===== src/rtl/frame_scheduler.sv =====
// frame_scheduler: once-per-frame shadow latch of player data plus the round sequencer.
// Build option FRAME_SCHEDULER_HITSTOP_EN adds the hit-stop FREEZE state and health-drop detection.
//   state   | meaning
//   RUN     | normal play, game_tick issued on every frame
//   FREEZE  | hit-stop after a health drop, game ticks suppressed
//   WIN     | win screen held, winstate frozen, no ticks
//   RESTART | single-cycle round_restart pulse, shadow health back to full
module frame_scheduler #(
    parameter int unsigned WIN_HOLD_FRAMES   = 180,
    parameter int unsigned HIT_FREEZE_FRAMES = 8
) (
    input  logic        clk,
    input  logic        rst,
    input  logic        frame_start,
    input  logic [9:0]  p1_x_in,
    input  logic [9:0]  p1_y_in,
    input  logic [9:0]  p2_x_in,
    input  logic [9:0]  p2_y_in,
    input  logic [3:0]  p1_state_in,
    input  logic [3:0]  p2_state_in,
    input  logic [3:0]  p1_health_in,
    input  logic [3:0]  p2_health_in,
    output logic [9:0]  p1_x,
    output logic [9:0]  p1_y,
    output logic [9:0]  p2_x,
    output logic [9:0]  p2_y,
    output logic [3:0]  p1_state,
    output logic [3:0]  p2_state,
    output logic [3:0]  p1_health,
    output logic [3:0]  p2_health,
    output logic [1:0]  winstate,
    output logic        game_tick,
    output logic        round_restart,
    output logic [15:0] frame_count
);

    typedef enum logic [1:0] {RUN, FREEZE, WIN, RESTART} state_t;

    localparam logic [3:0] FULL_HEALTH = 4'd8;
    localparam logic [7:0] WIN_LOAD    = 8'(WIN_HOLD_FRAMES - 1);
`ifdef FRAME_SCHEDULER_HITSTOP_EN
    localparam logic [7:0] FREEZE_LOAD = 8'(HIT_FREEZE_FRAMES - 1);
`else
    localparam int unsigned freeze_frames_unused = HIT_FREEZE_FRAMES;
`endif

    state_t      state_q;
    logic [7:0]  hold_q;
    logic [9:0]  p1_x_q, p1_y_q, p2_x_q, p2_y_q;
    logic [3:0]  p1_state_q, p2_state_q, p1_health_q, p2_health_q;
    logic [1:0]  winstate_q;
    logic        game_tick_q, round_restart_q;
    logic [15:0] frame_count_q;

    // winner code is directly {P2 dead, P1 dead}: 10 = P1 wins, 01 = P2 wins, 11 = draw
    logic [1:0]  winner_d;
    logic        any_dead_d;
    assign winner_d   = {p2_health_in == 4'd0, p1_health_in == 4'd0};
    assign any_dead_d = |winner_d;

`ifdef FRAME_SCHEDULER_HITSTOP_EN
    logic health_drop_d;
    assign health_drop_d = (p1_health_in < p1_health_q) || (p2_health_in < p2_health_q);
`endif

    always_ff @(posedge clk) begin
        if (rst) begin
            state_q         <= RUN;
            hold_q          <= 8'd0;
            p1_x_q          <= 10'd0;
            p1_y_q          <= 10'd0;
            p2_x_q          <= 10'd0;
            p2_y_q          <= 10'd0;
            p1_state_q      <= 4'd0;
            p2_state_q      <= 4'd0;
            p1_health_q     <= FULL_HEALTH;
            p2_health_q     <= FULL_HEALTH;
            winstate_q      <= 2'b00;
            game_tick_q     <= 1'b0;
            round_restart_q <= 1'b0;
            frame_count_q   <= 16'd0;
        end else begin
            game_tick_q     <= 1'b0;
            round_restart_q <= 1'b0;
            if (state_q == RESTART) begin
                state_q     <= RUN;
                winstate_q  <= 2'b00;
                p1_health_q <= FULL_HEALTH;
                p2_health_q <= FULL_HEALTH;
            end else if (frame_start) begin
                p1_x_q        <= p1_x_in;
                p1_y_q        <= p1_y_in;
                p2_x_q        <= p2_x_in;
                p2_y_q        <= p2_y_in;
                p1_state_q    <= p1_state_in;
                p2_state_q    <= p2_state_in;
                p1_health_q   <= p1_health_in;
                p2_health_q   <= p2_health_in;
                frame_count_q <= frame_count_q + 16'd1;
                case (state_q)
                    RUN: begin
                        if (any_dead_d) begin
                            state_q    <= WIN;
                            winstate_q <= winner_d;
                            hold_q     <= WIN_LOAD;
                        end
`ifdef FRAME_SCHEDULER_HITSTOP_EN
                        else if (health_drop_d) begin
                            state_q <= FREEZE;
                            hold_q  <= FREEZE_LOAD;
                        end
`endif
                        else begin
                            game_tick_q <= 1'b1;
                        end
                    end
`ifdef FRAME_SCHEDULER_HITSTOP_EN
                    FREEZE: begin
                        if (any_dead_d) begin
                            state_q    <= WIN;
                            winstate_q <= winner_d;
                            hold_q     <= WIN_LOAD;
                        end else if (hold_q == 8'd0) begin
                            state_q     <= RUN;
                            game_tick_q <= 1'b1;
                        end else begin
                            hold_q <= hold_q - 8'd1;
                        end
                    end
`endif
                    WIN: begin
                        if (hold_q == 8'd0) begin
                            state_q         <= RESTART;
                            round_restart_q <= 1'b1;
                        end else begin
                            hold_q <= hold_q - 8'd1;
                        end
                    end
                    default: state_q <= RUN;
                endcase
            end
        end
    end

    assign p1_x          = p1_x_q;
    assign p1_y          = p1_y_q;
    assign p2_x          = p2_x_q;
    assign p2_y          = p2_y_q;
    assign p1_state      = p1_state_q;
    assign p2_state      = p2_state_q;
    assign p1_health     = p1_health_q;
    assign p2_health     = p2_health_q;
    assign winstate      = winstate_q;
    assign game_tick     = game_tick_q;
    assign round_restart = round_restart_q;
    assign frame_count   = frame_count_q;

endmodule


===== config.mk =====
export PLATFORM = sky130hd
export DESIGN_NAME = frame_scheduler
export DESIGN_NICKNAME = d
export VERILOG_FILES = /design/src/rtl/frame_scheduler.sv
export SDC_FILE = /design/constraint.sdc
export NUM_CORES = 1
export LEC_CHECK = 0
export CAP_MARGIN = 20
export CELL_PAD_IN_SITES_DETAIL_PLACEMENT = 0
export CELL_PAD_IN_SITES_GLOBAL_PLACEMENT = 2
export CORE_MARGIN = 3
export CORE_UTILIZATION = 21
export CTS_CLUSTER_SIZE = 20
export DETAILED_ROUTE_END_ITERATION = 7
export MAX_ROUTING_LAYER = met4
export PLACE_DENSITY_LB_ADDON = 0.1
export SLEW_MARGIN = 5
export SYNTH_ARGS = -nofsm -noshare
export SYNTH_HDL_FRONTEND = slang
export SYNTH_SLANG_ARGS = --single-unit
export TNS_END_PERCENT = 1

===== constraint.sdc =====
create_clock -name clk -period 1.62 [get_ports clk]
set_input_delay 0.324 -clock clk [delete_from_list [all_inputs] [get_ports clk]]
set_output_delay 0.324 -clock clk [all_outputs]
set_load 0.01 [all_outputs]

Run 1, routing congestion:
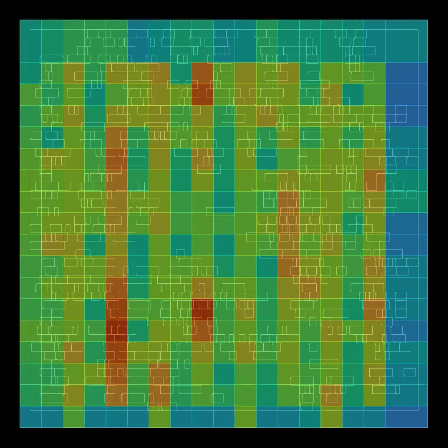
M2 GR Usage: 19.2%
GRT met3 Usage: 3.54%

Run 1, metal 1:
Scale bar: 50 um. Supply wires on this layer in grey. Cells faint in the background.
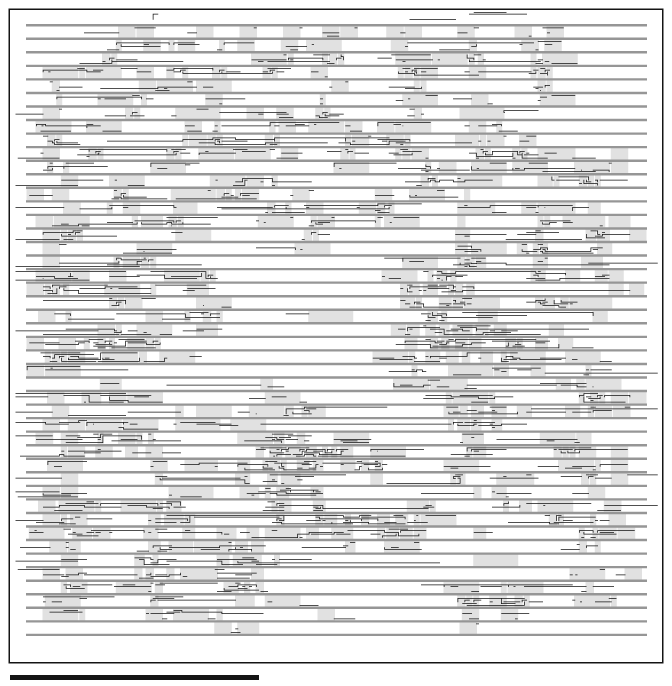
main direction	horizontal
share of all routed wire	46%
nets with wire on the layer	557

Run 1, signal wires by layer:
Only two layers are drawn.
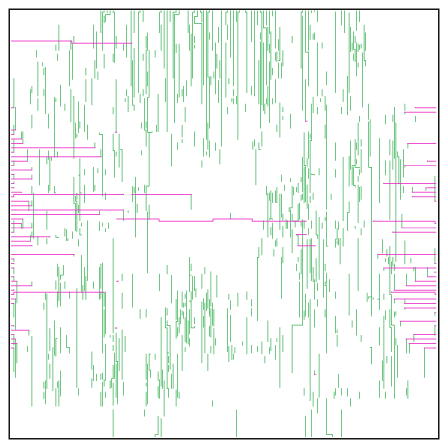
colour	layer	wire length
magenta	met3	688 um
green	met2	4730 um
GRT Total Usage: 12.7%
final WL: 10.4 mm
vias post-DR: 3292
Avg WL per Cell: 13.4 um

Run 1, wires at chosen ports, followed through buffers:
Scale bar: 50 um.
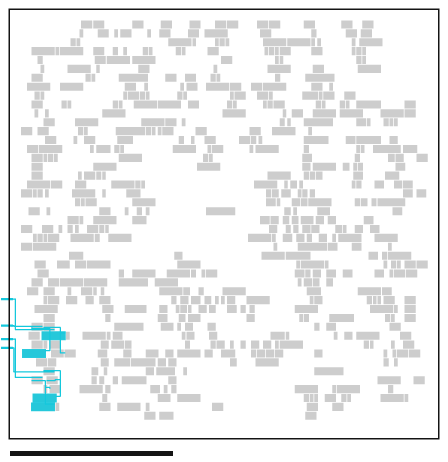
colour	port	direction	end cells	buffers	wire
cyan	`p1_health`	output	4	4	138 um

==> impl_metrics.tcl, run 1 <==
# flow metrics
set metrics [dict create \
    hold_path_depth 2 \
    setup_ws_ns -0.0170 \
    failed_checks "setup timing" \
    top_cell "nand2_1" \
    p_sw_share_pct 24.0 \
    regArea_mm2 0.00174 \
    globalplace.congestion 0.732 \
    most-common-layout-cells "113 x clkdlybuf4s50_1, 110 x nand2_1, 77 x dfxtp_1, 59 x a21oi_1, 37 x buf_4" \
    cts_max_path_buffers 2 \
    tightestPinTransition_ns 0.377 \
    rsz0062_at_grt "yes" \
    dp_hpwl_mm 7.35 \
    outcome "finished with violations" \
    insertion_delay_ns 0.34 \
    r2r_slack_ns -0.02 \
    cap_violations 0 \
    ant_nets 0 \
    clkTransAtPathRegs_ns 0.06 \
    worst_clock_skew_ns 0.00520 \
    min-delay-start "rst" \
    finalSetupViolCount 2 \
    dieArea_mm2 0.0171 \
    ys_cells 395 \
]
-- run 1: logic make-up after synthesis --
group,synth area share (%)
multiplexers,3.09
AND-OR/OR-AND,13.6
flip-flops,52.6
buffers and inverters,3.28
AND/OR/NAND/NOR,23.5
XOR/XNOR,3.21
adder cells (fa/ha/maj),0.764
-- run 1: worst max-delay path by stage --
stage	endpoint	slack, ns	cells after the start
final	frame_count[15]$_SDFFE_PP0P_	-0.02	4
after detailed placement	hold_q[0]$_SDFFE_PP0P_	-0.47	7
after global routing	frame_count[13]$_SDFFE_PP0P_	-0.05	4
after global placement	frame_count[15]$_SDFFE_PP0P_	-0.44	5
after floorplan	hold_q[0]$_SDFFE_PP0P_	-0.01	5
after CTS	frame_count[13]$_SDFFE_PP0P_	-0.07	5
-- run 1: routing by layer --
metal / vias to the layer above / part of all wire [%] / track usage (%)
li1: 1665 / - / -
met1: 1530 / 46 / 15.8
met3: 11 / 6.6 / 3.54
met4: 0 / 1.7 / 5.63
met2: 86 / 45 / 19.2
met5: - / 0 / -
-- run 1: timing repair --
action / in CTS / in global routing
pin swaps: 0 / 8
resized: 20 / 13
buffers inserted: 0 / 1
hold buffers: 0 / 0
setup endpoints to repair: 41 / 60
hold endpoints to repair: 0 / 0
-- run 1: registers in the layout, indices dropped and copies added (netlist names) --
| name | flops |
|---|---|
| frame_count | 16 |
| p1_x | 10 |
| p1_y | 10 |
| p2_x | 10 |
| p2_y | 10 |
| hold_q | 8 |
| p1_health | 4 |
| p1_state | 4 |
| p2_health | 4 |
| p2_state | 4 |
| state_q | 2 |
| winstate | 2 |
| game_tick | 1 |
| round_restart | 1 |
-- run 1: through the flow --
| stage | std cells | hold slack, ns | utilization [%] | TNS (ns) |
|---|---|---|---|---|
| after global placement | 759 | 0.441 | 33.8 | -24.54 |
| after CTS | 775 | 0.330 | 35.8 | -0.155 |
| after floorplan | 395 | 0.453 | - | -0.0235 |
| final | 776 | 0.323 | 36.0 | -0.0206 |
| after detailed placement | 759 | 0.447 | 33.8 | -26.43 |
| after global routing | 776 | 0.346 | 36.0 | -0.147 |
-- run 1: power by group through the flow --
stage | registers (W) | clock network (W) | logic (W)
3_3_place_gp | 0.00230 | 0 | 0.000699
4_1_cts | 0.00226 | 0.00210 | 0.000706
6_report | 0.00226 | 0.00200 | 0.000692
3_5_place_dp | 0.00230 | 0 | 0.000700
5_1_grt | 0.00227 | 0.00217 | 0.000765
2_1_floorplan | 0.00234 | 0 | 0.000218
-- run 1: worst max-delay path, delay by kind of cell, from the launching register on --
kind | cells | cell delay, ns
simple gates | 2 | 0.88
compound gates | 2 | 0.36
flops | 1 | 0.33
-- run 1: area by class of cell --
class	instances	share of cell area, %
clock buffers	12	4.85
multi-input cells	281	27.0
repair buffers	177	31.1
inverters	5	0.341
clock inverters	4	0.364
flip-flops and latches	86	31.6
well taps	211	4.80
==> run 2, diff against run 1 <==
--- a/config.mk
+++ b/config.mk
@@ -14,6 +14,7 @@
 export DETAILED_ROUTE_END_ITERATION = 7
 export MAX_ROUTING_LAYER = met4
 export PLACE_DENSITY_LB_ADDON = 0.1
+export RECOVER_POWER = 100
 export SLEW_MARGIN = 5
 export SYNTH_ARGS = -nofsm -noshare
 export SYNTH_HDL_FRONTEND = slang
Run 2, routing congestion:
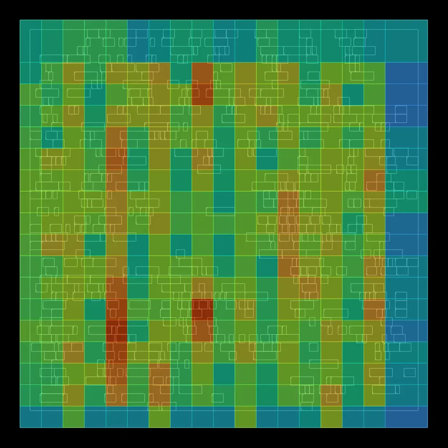
GR peak layer: met2
Avg WL per Cell: 13.4 um
GR Util met1: 15.8%
Final Util: 36.0%

==> impl_metrics.tcl, run 2 <==
# flow metrics
set metrics [dict create \
    largest_reg_flops 16 \
    path_delay_family "simple AND/OR/NAND/NOR gates" \
    power_leakage_nw 2.26 \
    rsz0062_at_grt "yes" \
    fin_area_mm2 0.00550 \
    globalplace.congestion 0.732 \
    hold_class "in2reg" \
    worst_clock_skew_ns 0.00519 \
    finalSetupViolCount 2 \
    top_cell "nand2_1" \
    fin_tns_setup_ns -0.0184 \
    layout-drive-gt1-share_pct 14.2 \
    clkTransAtPathRegs_ns 0.06 \
    outcome "finished with violations" \
    dr.pass1.iters 4 \
    wl_mm 10.4 \
    p_sw_share_pct 24.0 \
    grt_use_total_pct 12.7 \
    most-common-layout-cells "113 x clkdlybuf4s50_1, 110 x nand2_1, 77 x dfxtp_1, 59 x a21oi_1, 36 x buf_4" \
    edf_count 0 \
    vias 3294 \
    ys_cells 395 \
    failed_checks "setup timing" \
    dp_hpwl_mm 7.35 \
    dieArea_mm2 0.0171 \
    insertion_delay_ns 0.34 \
    path_buffers 0 \
    ant_nets 0 \
    cts.hold.buffers_added 0 \
    cts_max_path_buffers 2 \
    cap_violations 0 \
    r2r_slack_ns -0.02 \
    hold_ws_ns 0.323 \
    seqPwrFrac_pct 45.6 \
    min-delay-start "rst" \
    tightestPinTransition_ns 0.415 \
    cpMaxStageDelayCell "or4_4" \
    setup_ws_ns -0.0159 \
]
Run 2, wires at chosen ports, followed through buffers:
Scale bar: 50 um.
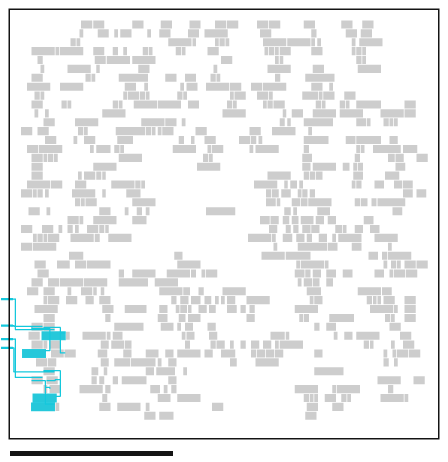
IO Count: 135
Buffers on Ports: 134

==> run 2: cell counts after synthesis <==
No cell type changed its count.
==> run 2: worst paths after layout <==
path,cells after the start,endpoint
setup / recovery,4,frame_count[15]$_SDFFE_PP0P_
hold reg to reg,2,p2_y[4]$_SDFFE_PP0P_
setup reg to reg,4,frame_count[15]$_SDFFE_PP0P_
hold / removal,2,state_q[1]$_SDFFE_PP0P_
==> run 2: cell families after synthesis <==
kind of cell | share of synthesized area [%]
compound gates | 13.6
xor+xnor | 3.21
fa+ha+maj | 0.764
buf+inv | 3.28
flops | 52.6
mux | 3.09
simple gates | 23.5
==> run 2: worst register-to-register path: stages, from the launching register on <==
cell and delay (ns):
dfxtp_2 0.33, a21bo_4 0.23, or4_4 0.56, or3_1 0.32, a21oi_1 0.13
==> run 2: power groups by stage <==
stage,combinational [W],clock (W),sequential (W)
final,0.000692,0.00200,0.00226
after global routing,0.000765,0.00217,0.00227
after CTS,0.000706,0.00210,0.00226
after detailed placement,0.000700,0,0.00230
after global placement,0.000699,0,0.00230
after floorplan,0.000218,0,0.00234
==> run 2: cell type report <==
type | count | area, um^2 | share of cell area, %
clock inverter | 4 | 20.0 | 0.364
multi-input combinational | 281 | 1480 | 27.0
inverter | 5 | 18.8 | 0.341
timing repair buffer | 177 | 1710 | 31.0
clock buffer | 12 | 267 | 4.85
tap | 211 | 264 | 4.80
sequential | 86 | 1740 | 31.6
==> run 2: per-stage QoR <==
stage | cells | total power, W | setup WS [ns] | utilization [%]
6_report | 776 | 0.00494 | -0.0159 | 36.0
5_1_grt | 776 | 0.00520 | -0.0538 | 36.0
2_1_floorplan | 395 | 0.00256 | -0.0118 | -
3_3_place_gp | 759 | 0.00300 | -0.443 | 33.8
3_5_place_dp | 759 | 0.00300 | -0.471 | 33.8
4_1_cts | 775 | 0.00507 | -0.0724 | 35.8
==> run 2: layer usage <==
layer  track usage [%]  part of all wire (%)
met5                 -                     0
met4              5.63                   1.7
met3              3.54                   6.6
met2              19.2                    45
met1              15.8                    46
==> run 2: timing repair <==
item | CTS | global route
gates resized | 20 | 13
endpoints found under the setup margin | 41 | 60
setup buffers | 0 | 1
pin swaps | 0 | 8
gates cloned | 0 | 0
Power and IR drop assume default switching activity.
